**src/rtl/phase_accumulator_sweep.sv**
```systemverilog
// DDFS phase accumulator with run-time FTW load, post-truncation phase offset and linear chirp.
// Optional LFSR truncation dither on q is enabled by defining PHASE_ACC_DITHER_EN.
module phase_accumulator_sweep #(
    parameter int ACC_WIDTH = 16,
    parameter int OUT_WIDTH = 8,
    parameter logic [ACC_WIDTH-1:0] FTW_RESET = {{(ACC_WIDTH-1){1'b0}}, 1'b1}
) (
    input  logic                 clk,
    input  logic                 reset,
    input  logic                 enable,
    input  logic                 sync_clear,
    input  logic [ACC_WIDTH-1:0] ftw_in,
    input  logic                 ftw_load,
    input  logic                 sweep_en,
    input  logic [ACC_WIDTH-1:0] sweep_step,
    input  logic [ACC_WIDTH-1:0] ftw_limit,
    input  logic [OUT_WIDTH-1:0] phase_offset,
    output logic [OUT_WIDTH-1:0] q,
    output logic                 wrap,
    output logic [ACC_WIDTH-1:0] ftw_active,
    output logic                 sweep_done
);

    typedef enum logic [1:0] {
        ST_FIXED = 2'd0,
        ST_SWEEP = 2'd1,
        ST_DONE  = 2'd2
    } state_t;

    state_t                 state_q, state_d;
    logic [ACC_WIDTH-1:0]   acc_q, acc_d;
    logic [ACC_WIDTH-1:0]   ftw_q, ftw_d;
    logic [OUT_WIDTH-1:0]   phase_q, phase_d;
    logic                   wrap_q, wrap_d;
    logic                   done_q, done_d;

    logic [ACC_WIDTH:0]     acc_sum_s;
    logic [ACC_WIDTH:0]     step_sum_s;
    logic [ACC_WIDTH-1:0]   stepped_s;
    logic [ACC_WIDTH-1:0]   dither_s;
    logic [ACC_WIDTH-1:0]   dithered_s;

`ifdef PHASE_ACC_DITHER_EN
    localparam int DW = ((ACC_WIDTH - OUT_WIDTH) > 16) ? 16 : (ACC_WIDTH - OUT_WIDTH);
    localparam logic [15:0] DMASK = 16'((17'd1 << DW) - 17'd1);

    logic [15:0] lfsr_q, lfsr_d;

    // Galois LFSR x^16+x^14+x^13+x^11+1, stepped only on enabled cycles
    always_comb begin
        if (enable) begin
            lfsr_d = {1'b0, lfsr_q[15:1]} ^ (lfsr_q[0] ? 16'hB400 : 16'h0000);
        end else begin
            lfsr_d = lfsr_q;
        end
    end

    // LFSR state register
    always_ff @(posedge clk) begin
        if (reset) begin
            lfsr_q <= 16'hACE1;
        end else begin
            lfsr_q <= lfsr_d;
        end
    end

    assign dither_s = ACC_WIDTH'(lfsr_q & DMASK);
`else
    assign dither_s = {ACC_WIDTH{1'b0}};
`endif

    assign acc_sum_s  = {1'b0, acc_q} + {1'b0, ftw_q};
    assign step_sum_s = {1'b0, ftw_q} + {1'b0, sweep_step};
    // Saturating chirp step: the extra sum bit keeps an overflow from wrapping past the limit
    assign stepped_s  = (step_sum_s >= {1'b0, ftw_limit}) ? ftw_limit : step_sum_s[ACC_WIDTH-1:0];
    assign dithered_s = acc_q + dither_s;

    // Next-state logic: sync_clear > ftw_load > accumulate / sweep step
    always_comb begin
        acc_d   = acc_q;
        ftw_d   = ftw_q;
        state_d = state_q;
        wrap_d  = 1'b0;

        if (sync_clear) begin
            acc_d = {ACC_WIDTH{1'b0}};
        end else if (enable) begin
            acc_d  = acc_sum_s[ACC_WIDTH-1:0];
            wrap_d = acc_sum_s[ACC_WIDTH];
        end else begin
            acc_d = acc_q;
        end

        if (ftw_load) begin
            ftw_d = ftw_in;
            if (!sweep_en) begin
                state_d = ST_FIXED;
            end else if (ftw_in < ftw_limit) begin
                state_d = ST_SWEEP;
            end else begin
                state_d = ST_DONE;
            end
        end else if (enable && !sync_clear) begin
            case (state_q)
                ST_SWEEP: begin
                    ftw_d = stepped_s;
                    if (stepped_s == ftw_limit) begin
                        state_d = ST_DONE;
                    end else begin
                        state_d = ST_SWEEP;
                    end
                end
                ST_FIXED: state_d = ST_FIXED;
                ST_DONE:  state_d = ST_DONE;
                default:  state_d = ST_FIXED;
            endcase
        end else begin
            state_d = state_q;
        end

        done_d  = (state_d == ST_DONE);
        phase_d = dithered_s[ACC_WIDTH-1 -: OUT_WIDTH] + phase_offset;
    end

    // State and output registers
    always_ff @(posedge clk) begin
        if (reset) begin
            state_q <= ST_FIXED;
            acc_q   <= {ACC_WIDTH{1'b0}};
            ftw_q   <= FTW_RESET;
            phase_q <= {OUT_WIDTH{1'b0}};
            wrap_q  <= 1'b0;
            done_q  <= 1'b0;
        end else begin
            state_q <= state_d;
            acc_q   <= acc_d;
            ftw_q   <= ftw_d;
            phase_q <= phase_d;
            wrap_q  <= wrap_d;
            done_q  <= done_d;
        end
    end

    assign q          = phase_q;
    assign wrap       = wrap_q;
    assign ftw_active = ftw_q;
    assign sweep_done = done_q;

endmodule

```
**config.mk**
```make
export PLATFORM = sky130hd
export DESIGN_NAME = phase_accumulator_sweep
export DESIGN_NICKNAME = d
export VERILOG_FILES = /design/src/rtl/phase_accumulator_sweep.sv
export SDC_FILE = /design/constraint.sdc
export NUM_CORES = 1
export LEC_CHECK = 0
export CAP_MARGIN = 20
export CORE_ASPECT_RATIO = 1.5
export CORE_UTILIZATION = 44
export DETAILED_ROUTE_END_ITERATION = 6
export PLACE_DENSITY_LB_ADDON = 0.12
export SLEW_MARGIN = 10
export SYNTH_ARGS = -nofsm -noshare
export SYNTH_HDL_FRONTEND = slang
export SYNTH_SLANG_ARGS = --single-unit
```
**constraint.sdc**
```tcl
create_clock -name clk -period 8.2 [get_ports clk]
set_clock_uncertainty 0.2 [all_clocks]
set_input_delay 1.23 -clock clk [delete_from_list [all_inputs] [get_ports clk]]
set_output_delay 1.23 -clock clk [all_outputs]
set_load 0.02 [all_outputs]
```
run_1/pdn.png
Pins as bars on the die edge.
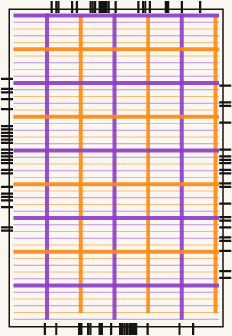
[VDD] orange
[VSS] purple
met4 straps: 6
rows: 45
met5 straps: 9
width of the die: 85.6 µm
maximum VDD drop: 0.0830 mV
Die Y-Extent: 127 µm
Placeable Area: 10100 µm²

run_1/cell_classes.png
Bar = 20 µm.
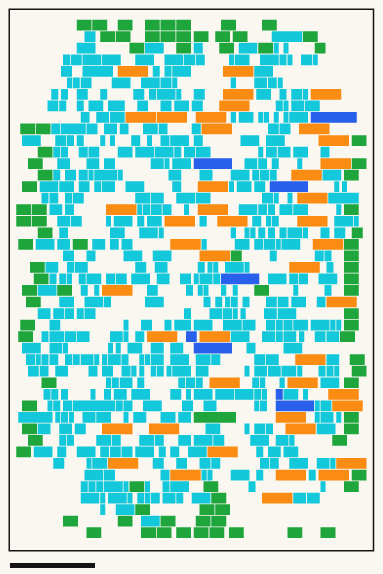
[flops] orange | cells: 44 | share of their area: 16%
[other buffers and delay cells] green | cells: 91 | share of their area: 16%
[clock drivers and dummy loads] blue | cells: 8 | share of their area: 3.0%
[all other logic] cyan | cells: 493 | share of their area: 65%
Post-Layout Inst Area: 5750 µm²
utilization after layout: 56.7%

==> flow.log, run 1 <==
[report] implementation figures
INFO  metric antenna_found_initial = 0
INFO  metric design.seq.count = 44
INFO  metric timing.hold.worst_path_depth = 2
INFO  metric most_frequently_used_cell_type_in_the_post_synthesis_netlist = ha_1
INFO  metric post-route-period-util = 75.0%
INFO  metric layout_cell_share_with_drive_strength_beyond_1 = 4.25%
INFO  metric relSlewSlack = 39.9%
INFO  metric yosys_register_bits = 44
INFO  metric detail-route-antenna-nets = 0
INFO  metric sw_share = 34.3%
INFO  metric met1_usage = 27.9%
INFO  metric drt_first_pass_iters = 4
INFO  metric cts_root_buf = clkbuf_16
INFO  metric adder_share = 20.9%
INFO  metric synth.cell_area = 4610 µm²
INFO  metric holdWs = 301 ps
INFO  metric period_needed = 6150 ps
INFO  metric synth.avg_cell_area = 8.24 µm²
INFO  metric seq_area_share = 15.3%
INFO  metric timing.critical_path.depth = 16
INFO  metric cap_violations = 0
INFO  metric seqPwrFrac = 29.0%
INFO  metric synth_async_sr_flop_share = 0%
INFO  metric rows = 45
INFO  metric hold_class = reg2reg
INFO  metric route.met3.wl = 378 µm
INFO  metric ff2ff_setup_slack = 3000 ps
INFO  metric clkTransAtPathRegs = 60 ps
INFO  metric drc_viols = 0
INFO  metric plain_repair_buffers = 91
INFO  metric internal_power = 532 µW
INFO  metric route.detailed.vias_per_inst = 5.93
INFO  metric num_io_pins = 88
INFO  metric power.static_leakage = 2.50 nW
INFO  metric crit_family = AND-OR/OR-AND gates
INFO  metric final_cells = 753
INFO  metric rsz_0062_raised_after_global_routing = false
INFO  metric timing.fmax = 0.163 GHz
INFO  metric lay_top_count = clkdlybuf4s50_1
INFO  metric seq_cell_power = 235 µW
INFO  metric max-clock-path-buffers = 2
INFO  metric ys.flop_type = dfxtp_1
INFO  metric setup.worst_path.end = ftw_active[1]
INFO  metric post-synth-top-area-cell = ha_1
INFO  metric grt_first_pass_wirelength = 21200 µm
INFO  metric critPathCaptureType = flip-flop
INFO  metric postRouteWirelength = 13200 µm
INFO  metric fp_util = 45.5%
INFO  metric post_cts_buffers = 0
INFO  metric layout_top_cells = 87 x clkdlybuf4s50_1, 72 x ha_1, 50 x nor2_1
INFO  metric yosys-mux-area-fraction = 6.52%
INFO  metric powerComb = 343 µW
INFO  metric p_sw = 278 µW
INFO  metric worstPathRequired = 8140 ps
INFO  metric globalRouteOverflowTotal = 0
INFO  metric slowest_stage = a2111oi_1
INFO  metric comb_share = 60.7%
INFO  metric synth-simple-area-share = 15.7%
INFO  metric pwr_density_cell = 141 nW/µm²
INFO  metric cts_num_sinks = 44
INFO  metric yosysWarnings = 0
INFO  metric netlist_logic_family_top = AND-OR/OR-AND gates
INFO  metric top_area_cell_class = logic gates
INFO  metric num-fill-cells = 946
INFO  metric postSynthSeqShare = 19.1%
INFO  metric status = finished, final reports clean
INFO  metric postSynthNetCount = 696
INFO  metric capture_endpoint_of_the_worst_hold_path = acc_q[0]
INFO  metric share_comb_of_total_power = 42.3%
INFO  metric fin_ws = 2050 ps
INFO  metric port_buffers = 87
INFO  metric yosys_reported_design_area_after_synthesis = 4610 µm²
INFO  metric min-delay-start = acc_q[0]
INFO  metric post-place-cells = 744
INFO  metric post_synth_main_area_contributors = ha_1 20%, dfxtp_1 19%, mux2i_1 6.5%
INFO  metric m1WireLength = 5460 µm
INFO  metric r2r.worst_path.cells = 15
INFO  metric placement.cell_area = 5560 µm²
INFO  metric final_tally_of_hold_violations = 0
INFO  metric area_growth = 24.8%
INFO  metric crit_path_start = sweep_step[1]
INFO  metric num_vias = 4464
INFO  metric drt-initial-drc-count = 194
INFO  metric common_cells = 72 x ha_1, 50 x nor2_1, 44 x dfxtp_1
INFO  metric setup_viol = 0
INFO  metric overall_die_area = 10900 µm²
INFO  metric worst_slew_pin_tran = 899 ps
INFO  metric maximum_number_of_pins_on_one_net_before_global_route_repair = 30
INFO  metric first_global_vias = 4405
INFO  metric floorplan.tapcells = 117
INFO  metric final.setup.tns = 0 ps
INFO  metric reg2reg_to = ftw_active[1]
INFO  metric number_of_non_clock_inverters = 38
INFO  metric yosys-stat-cells = 559
INFO  metric ys_sh_aoi = 24.6%
INFO  metric cts_repair_resize_count = 0
INFO  metric number_of_clock_buffers_in_the_layout = 5
INFO  metric finalMaxSlewViolations = 0
INFO  metric cells_along_the_critical_path = clkdlybuf4s50_1 > ha_1 > a211oi_1 > o21ai_0 > a2111oi_1 > o221ai_1 > o41ai_1 > xnor2_1 > ha_1 > nor2b_1 > a2111oi_0 > o21a_1 > o21a_1 > buf_16 > mux2i_1 > o22ai_1
INFO  metric nMultiInputCombCells = 455
INFO  metric critical_path_buf_inv_count = 2
run_1/clock_map.png
Bar = 20 µm.
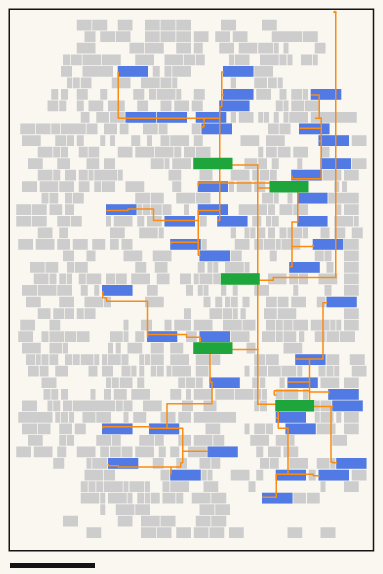
[clock wires] orange | length: 647 µm
[flip-flops] blue | count: 44
[cells driving clock nets] green | count: 5
routed clock nets: 6
Power Clock: 232 µW
clk_lat worst skew: 290 ps
share of power burned in the clock network: 28.6%

run_1/metal_stack.png
Only two layers are drawn.
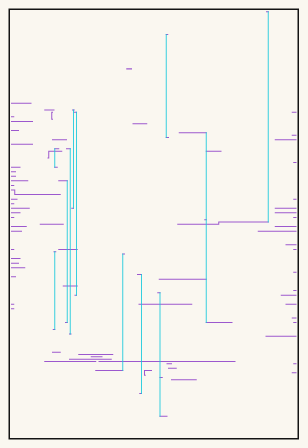
[met4] cyan | wire length: 466 µm
[met3] purple | wire length: 378 µm
detailed-route wire length per cell: 17.5 µm
aggregate global-route resource usage: 24.8%

run_1/final_clocks.png
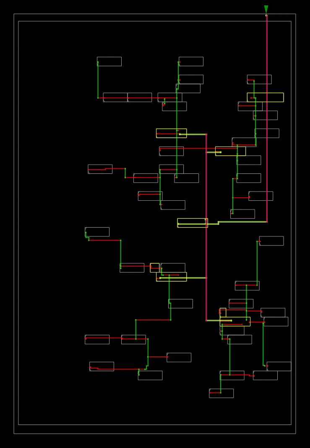

==> run 2, diff against run 1 <==
Clock period 8.2 ns to 5.3 ns, I/O delays scaled along.
run_2/final_clocks.png
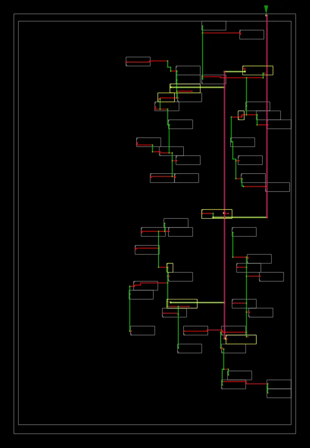
total CTS buffers: 5
FFs & Latches: 44
number of clock sinks: 44

run_2/cell_classes.png
Bar = 20 µm.
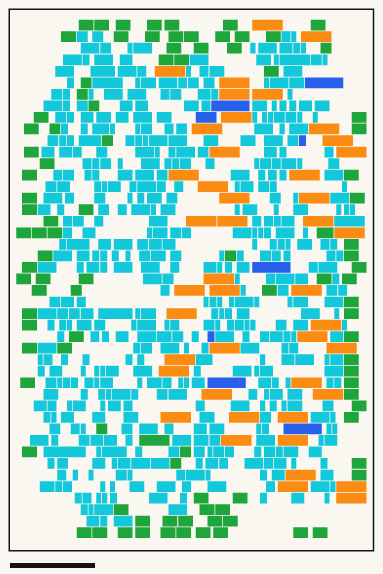
[other buffers and delay cells] green | cells: 100 | share of their area: 17%
[all other logic] cyan | cells: 493 | share of their area: 64%
[clock drivers and dummy loads] blue | cells: 8 | share of their area: 2.6%
[flops] orange | cells: 44 | share of their area: 16%
Std-Cell Rows: 45
proportion of cell area occupied by registers: 15.1%
Post-Layout Inst Area: 5810 µm²
utilization after layout: 57.4%

==> run 2 against run 1 <==
Effect of this change: worst hold slack lost 5.2 ps; setup slack lost 1800 ps; synthesized cell count is the same; sequential power grew 55%; largest cell class unchanged; combinational power grew 57%; highest routed layer unchanged.
==> flow.log, run 2 <==
[report] implementation figures
INFO  metric status = finished, final reports clean
INFO  metric grtUsageTotal = 24.5%
INFO  metric p_sw = 424 µW
INFO  metric detail-route-antenna-nets = 0
INFO  metric relSlewSlack = 41.6%
INFO  metric yosys_register_bits = 44
INFO  metric post-synth-top-area-cell = ha_1
INFO  metric fp_util = 45.5%
INFO  metric powerComb = 540 µW
INFO  metric postSynthSeqShare = 19.1%
INFO  metric cts_repair_resize_count = 0
INFO  metric capture_endpoint_of_the_worst_hold_path = acc_q[7]
INFO  metric holdWs = 296 ps
INFO  metric yosys-mux-area-fraction = 6.52%
INFO  metric yosysWarnings = 0
INFO  metric seqPwrFrac = 29.9%
INFO  metric num_io_pins = 88
INFO  metric grt_first_pass_wirelength = 21200 µm
INFO  metric ff2ff_setup_slack = 780 ps
INFO  metric routed-wl-met2 = 6590 µm
INFO  metric globalRouteOverflowTotal = 0
INFO  metric max-vdd-ir-drop = 0.107 mV
INFO  metric layout_cell_share_with_drive_strength_beyond_1 = 6.05%
INFO  metric num-fill-cells = 945
INFO  metric drt-initial-drc-count = 187
INFO  metric yosys-stat-cells = 559
INFO  metric die-height = 127 µm
INFO  metric min-delay-start = acc_q[7]
INFO  metric antennaDiodeCount = 0
INFO  metric synth.avg_cell_area = 8.24 µm²
INFO  metric timing.fmax = 0.198 GHz
INFO  metric detail_route.wl_per_cell = 16.9 µm
INFO  metric most_frequently_used_cell_type_in_the_post_synthesis_netlist = ha_1
INFO  metric port_buffers = 87
INFO  metric synth-simple-area-share = 15.7%
INFO  metric crit_family = AND-OR/OR-AND gates
INFO  metric postRouteWirelength = 12900 µm
INFO  metric route.detailed.vias_per_inst = 5.85
INFO  metric nMultiInputCombCells = 455
INFO  metric post-route-period-util = 95.1%
INFO  metric finalMaxSlewViolations = 0
INFO  metric r2r.worst_path.cells = 16
INFO  metric period_needed = 5040 ps
INFO  metric placement.cell_area = 5640 µm²
INFO  metric crit_path_start = sweep_step[1]
INFO  metric adder_share = 20.9%
INFO  metric m1WireLength = 5340 µm
INFO  metric met1_usage = 27.7%
INFO  metric floorplan.tapcells = 117
INFO  metric rsz_0062_raised_after_global_routing = false
INFO  metric plain_repair_buffers = 100
INFO  metric floorplan.die.width = 85.6 µm
INFO  metric common_cells = 72 x ha_1, 50 x nor2_1, 44 x dfxtp_1
INFO  metric top_area_cell_class = logic gates
INFO  metric worst_slew_pin_tran = 873 ps
INFO  metric final_tally_of_hold_violations = 0
INFO  metric final_cells = 762
INFO  metric drt_first_pass_iters = 4
INFO  metric setup.worst_path.end = ftw_active[14]
INFO  metric cells_along_the_critical_path = clkdlybuf4s50_1 > ha_1 > a211oi_1 > o21ai_1 > a2111oi_2 > buf_4 > o221ai_1 > o41ai_2 > xnor2_1 > ha_1 > nor2b_1 > a2111oi_1 > o21a_1 > o21a_1 > buf_12 > mux2i_1 > o22ai_1
INFO  metric worstPathRequired = 5240 ps
INFO  metric timing.hold.worst_path_depth = 2
INFO  metric post-place-cells = 753
INFO  metric slowest_stage = clkdlybuf4s50_1
INFO  metric first_global_vias = 4511
INFO  metric post_cts_buffers = 0
INFO  metric final.setup.tns = 0 ps
INFO  metric clk_latency = 290 ps
INFO  metric number_of_non_clock_inverters = 38
INFO  metric number_of_clock_buffers_in_the_layout = 6
INFO  metric comb_share = 60.4%
INFO  metric drc_viols = 0
INFO  metric synth.cell_area = 4610 µm²
INFO  metric fin_ws = 261 ps
INFO  metric hpwlAfterDp = 10600 µm
INFO  metric timing.critical_path.depth = 17
INFO  metric clock_net_power = 314 µW
INFO  metric clkTransAtPathRegs = 60 ps
INFO  metric lay_top_count = clkdlybuf4s50_1
INFO  metric maximum_number_of_pins_on_one_net_before_global_route_repair = 30
INFO  metric seq_cell_power = 364 µW
INFO  metric cts_root_buf = clkbuf_16
INFO  metric route.met3.wl = 446 µm
INFO  metric reg2reg_to = ftw_active[14]
INFO  metric hold_class = reg2reg
INFO  metric antenna_found_initial = 0
INFO  metric yosys_reported_design_area_after_synthesis = 4610 µm²
INFO  metric power.static_leakage = 2.55 nW
INFO  metric layout_top_cells = 87 x clkdlybuf4s50_1, 72 x ha_1, 50 x nor2_1
INFO  metric postSynthNetCount = 696
INFO  metric sw_share = 34.8%
INFO  metric overall_die_area = 10900 µm²
INFO  metric critPathCaptureType = flip-flop
INFO  metric netlist_logic_family_top = AND-OR/OR-AND gates
INFO  metric max-clock-path-buffers = 2
INFO  metric ys.flop_type = dfxtp_1
INFO  metric nNetsFinal = 781
INFO  metric pwr_density_cell = 210 nW/µm²
INFO  metric synth_async_sr_flop_share = 0%
INFO  metric post_synth_main_area_contributors = ha_1 20%, dfxtp_1 19%, mux2i_1 6.5%
INFO  metric setup_viol = 0
INFO  metric critical_path_buf_inv_count = 3
INFO  metric area_growth = 26.2%
INFO  metric ys_sh_aoi = 24.6%
INFO  metric buf_share = 16.9%
INFO  metric share_comb_of_total_power = 44.3%
INFO  metric worst_setup_path_start_kind = primary input
INFO  metric num_vias = 4454
INFO  metric clkPwrFrac = 25.8%
INFO  metric fp.coreArea = 10100 µm²
INFO  metric internal_power = 794 µW
INFO  metric cap_violations = 0
run_2/clock_map.png
Bar = 20 µm.
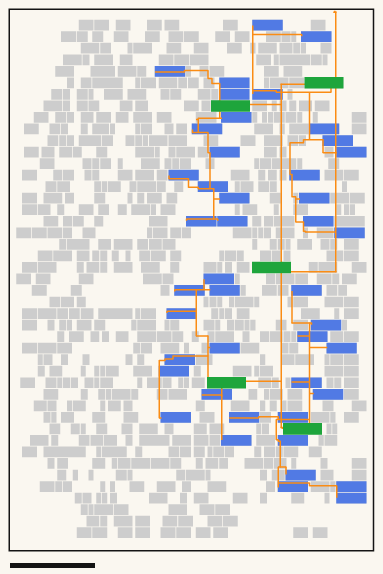

==> run 3, diff against run 2 <==
Settings changed: SETUP_SLACK_MARGIN set to 0.15.
run_3/clock_map.png
Bar = 20 µm.
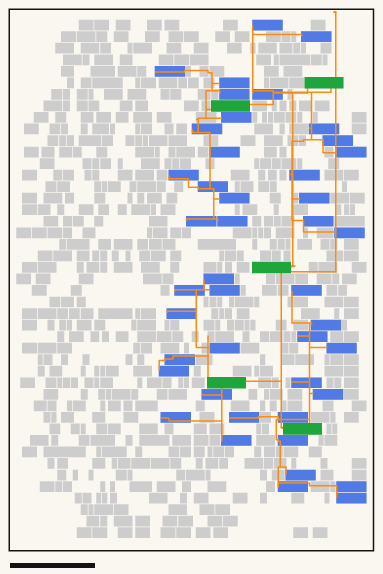
[flip-flops] blue | count: 44
[cells driving clock nets] green | count: 5
[clock wires] orange | length: 625 µm
routed clock nets: 6
share of power burned in the clock network: 25.5%
Power Clock: 316 µW

run_3/pdn.png
Pins as bars on the die edge.
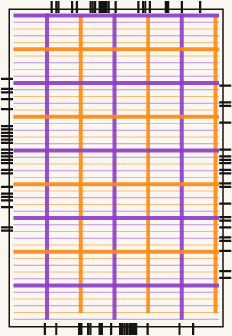
[VSS] purple
[VDD] orange
rows: 45
met1 rails: 46
met4 straps: 6
met5 straps: 9
signal pins: 88
maximum VDD drop: 0.106 mV

==> run 3 against run 2 <==
Effect of this change: total power rose by 2.0%; final cell count rose by 0.13%; sequential share of layout area shrank 0.14 points; first-iteration DRC count down 8.6%; clock power about the same; die area stayed put; setup slack gained 140 ps; critical path depth up 2; register-to-register slack better by 170 ps; largest power group unchanged; highest routed layer unchanged.
==> flow.log, run 3 <==
[report] implementation figures
INFO  metric status = finished, final reports clean
INFO  metric maximum_number_of_pins_on_one_net_before_global_route_repair = 30
INFO  metric drt-initial-drc-count = 171
INFO  metric slowest_stage = fa_1
INFO  metric top_area_cell_class = logic gates
INFO  metric floorplan.die.width = 85.6 µm
INFO  metric powerComb = 562 µW
INFO  metric num_io_pins = 88
INFO  metric most_frequently_used_cell_type_in_the_post_synthesis_netlist = ha_1
INFO  metric floorplan.tapcells = 117
INFO  metric route.detailed.vias_per_inst = 5.86
INFO  metric critical_path_buf_inv_count = 3
INFO  metric antennaDiodeCount = 0
INFO  metric capture_endpoint_of_the_worst_hold_path = acc_q[7]
INFO  metric synth_async_sr_flop_share = 0%
INFO  metric r2r.worst_path.cells = 16
INFO  metric synth-simple-area-share = 15.7%
INFO  metric hold_class = reg2reg
INFO  metric comb_share = 60.3%
INFO  metric setup.worst_path.end = ftw_active[14]
INFO  metric worst_setup_path_start_kind = primary input
INFO  metric post_cts_buffers = 0
INFO  metric nNetsFinal = 782
INFO  metric synth.cell_area = 4610 µm²
INFO  metric fin_ws = 403 ps
INFO  metric p_sw = 434 µW
INFO  metric yosys_register_bits = 44
INFO  metric detail-route-antenna-nets = 0
INFO  metric post-synth-top-area-cell = ha_1
INFO  metric common_cells = 72 x ha_1, 50 x nor2_1, 44 x dfxtp_1
INFO  metric fp_util = 45.5%
INFO  metric clkTransAtPathRegs = 60 ps
INFO  metric met1_usage = 27.7%
INFO  metric post_layout_inst_area = 5870 µm²
INFO  metric rsz_0062_raised_after_global_routing = false
INFO  metric clk_latency = 290 ps
INFO  metric overall_die_area = 10900 µm²
INFO  metric number_of_non_clock_inverters = 38
INFO  metric setup_viol = 0
INFO  metric seqPwrFrac = 29.3%
INFO  metric plain_repair_buffers = 101
INFO  metric finalMaxSlewViolations = 0
INFO  metric buf_share = 17.2%
INFO  metric worstPathRequired = 5240 ps
INFO  metric relSlewSlack = 41.3%
INFO  metric antenna_found_initial = 0
INFO  metric layout_cell_share_with_drive_strength_beyond_1 = 6.97%
INFO  metric yosys-stat-cells = 559
INFO  metric cap_violations = 0
INFO  metric worst_slew_pin_tran = 877 ps
INFO  metric post_synth_main_area_contributors = ha_1 20%, dfxtp_1 19%, mux2i_1 6.5%
INFO  metric hold_buffers = 0
INFO  metric placement.cell_area = 5640 µm²
INFO  metric power.static_leakage = 2.57 nW
INFO  metric final_cells = 763
INFO  metric nMultiInputCombCells = 455
INFO  metric postSynthNetCount = 696
INFO  metric min-delay-start = acc_q[7]
INFO  metric port_buffers = 87
INFO  metric ys.flop_type = dfxtp_1
INFO  metric yosysWarnings = 0
INFO  metric grtUsageTotal = 24.5%
INFO  metric post-route-period-util = 92.4%
INFO  metric seq_cell_power = 364 µW
INFO  metric design.seq.count = 44
INFO  metric ff2ff_setup_slack = 950 ps
INFO  metric number_of_clock_buffers_in_the_layout = 6
INFO  metric crit_family = AND-OR/OR-AND gates
INFO  metric postRouteWirelength = 13100 µm
INFO  metric post-place-cells = 753
INFO  metric grt_first_pass_wirelength = 21200 µm
INFO  metric rows = 45
INFO  metric m1WireLength = 5290 µm
INFO  metric ys_sh_aoi = 24.6%
INFO  metric reg2reg_to = ftw_active[14]
INFO  metric netlist_logic_family_top = AND-OR/OR-AND gates
INFO  metric timing.fmax = 0.204 GHz
INFO  metric layout_top_cells = 87 x clkdlybuf4s50_1, 72 x ha_1, 50 x nor2_1
INFO  metric timing.hold.worst_path_depth = 2
INFO  metric area_growth = 27.3%
INFO  metric cts_repair_resize_count = 2
INFO  metric adder_share = 20.9%
INFO  metric timing.critical_path.depth = 19
INFO  metric max-clock-path-buffers = 2
INFO  metric yosys_reported_design_area_after_synthesis = 4610 µm²
INFO  metric num-fill-cells = 942
INFO  metric num_vias = 4470
INFO  metric globalRouteOverflowTotal = 0
INFO  metric share_comb_of_total_power = 45.2%
INFO  metric final_util = 57.9%
INFO  metric yosys-mux-area-fraction = 6.52%
INFO  metric drc_viols = 0
INFO  metric internal_power = 808 µW
INFO  metric route.met3.wl = 525 µm
INFO  metric hpwlAfterDp = 10600 µm
INFO  metric routed-wl-met2 = 6720 µm
INFO  metric postSynthSeqShare = 19.1%
INFO  metric seq_area_share = 15.0%
INFO  metric sw_share = 34.9%
INFO  metric critPathCaptureType = flip-flop
INFO  metric first_global_vias = 4519
INFO  metric period_needed = 4900 ps
Power and IR drop assume default switching activity.
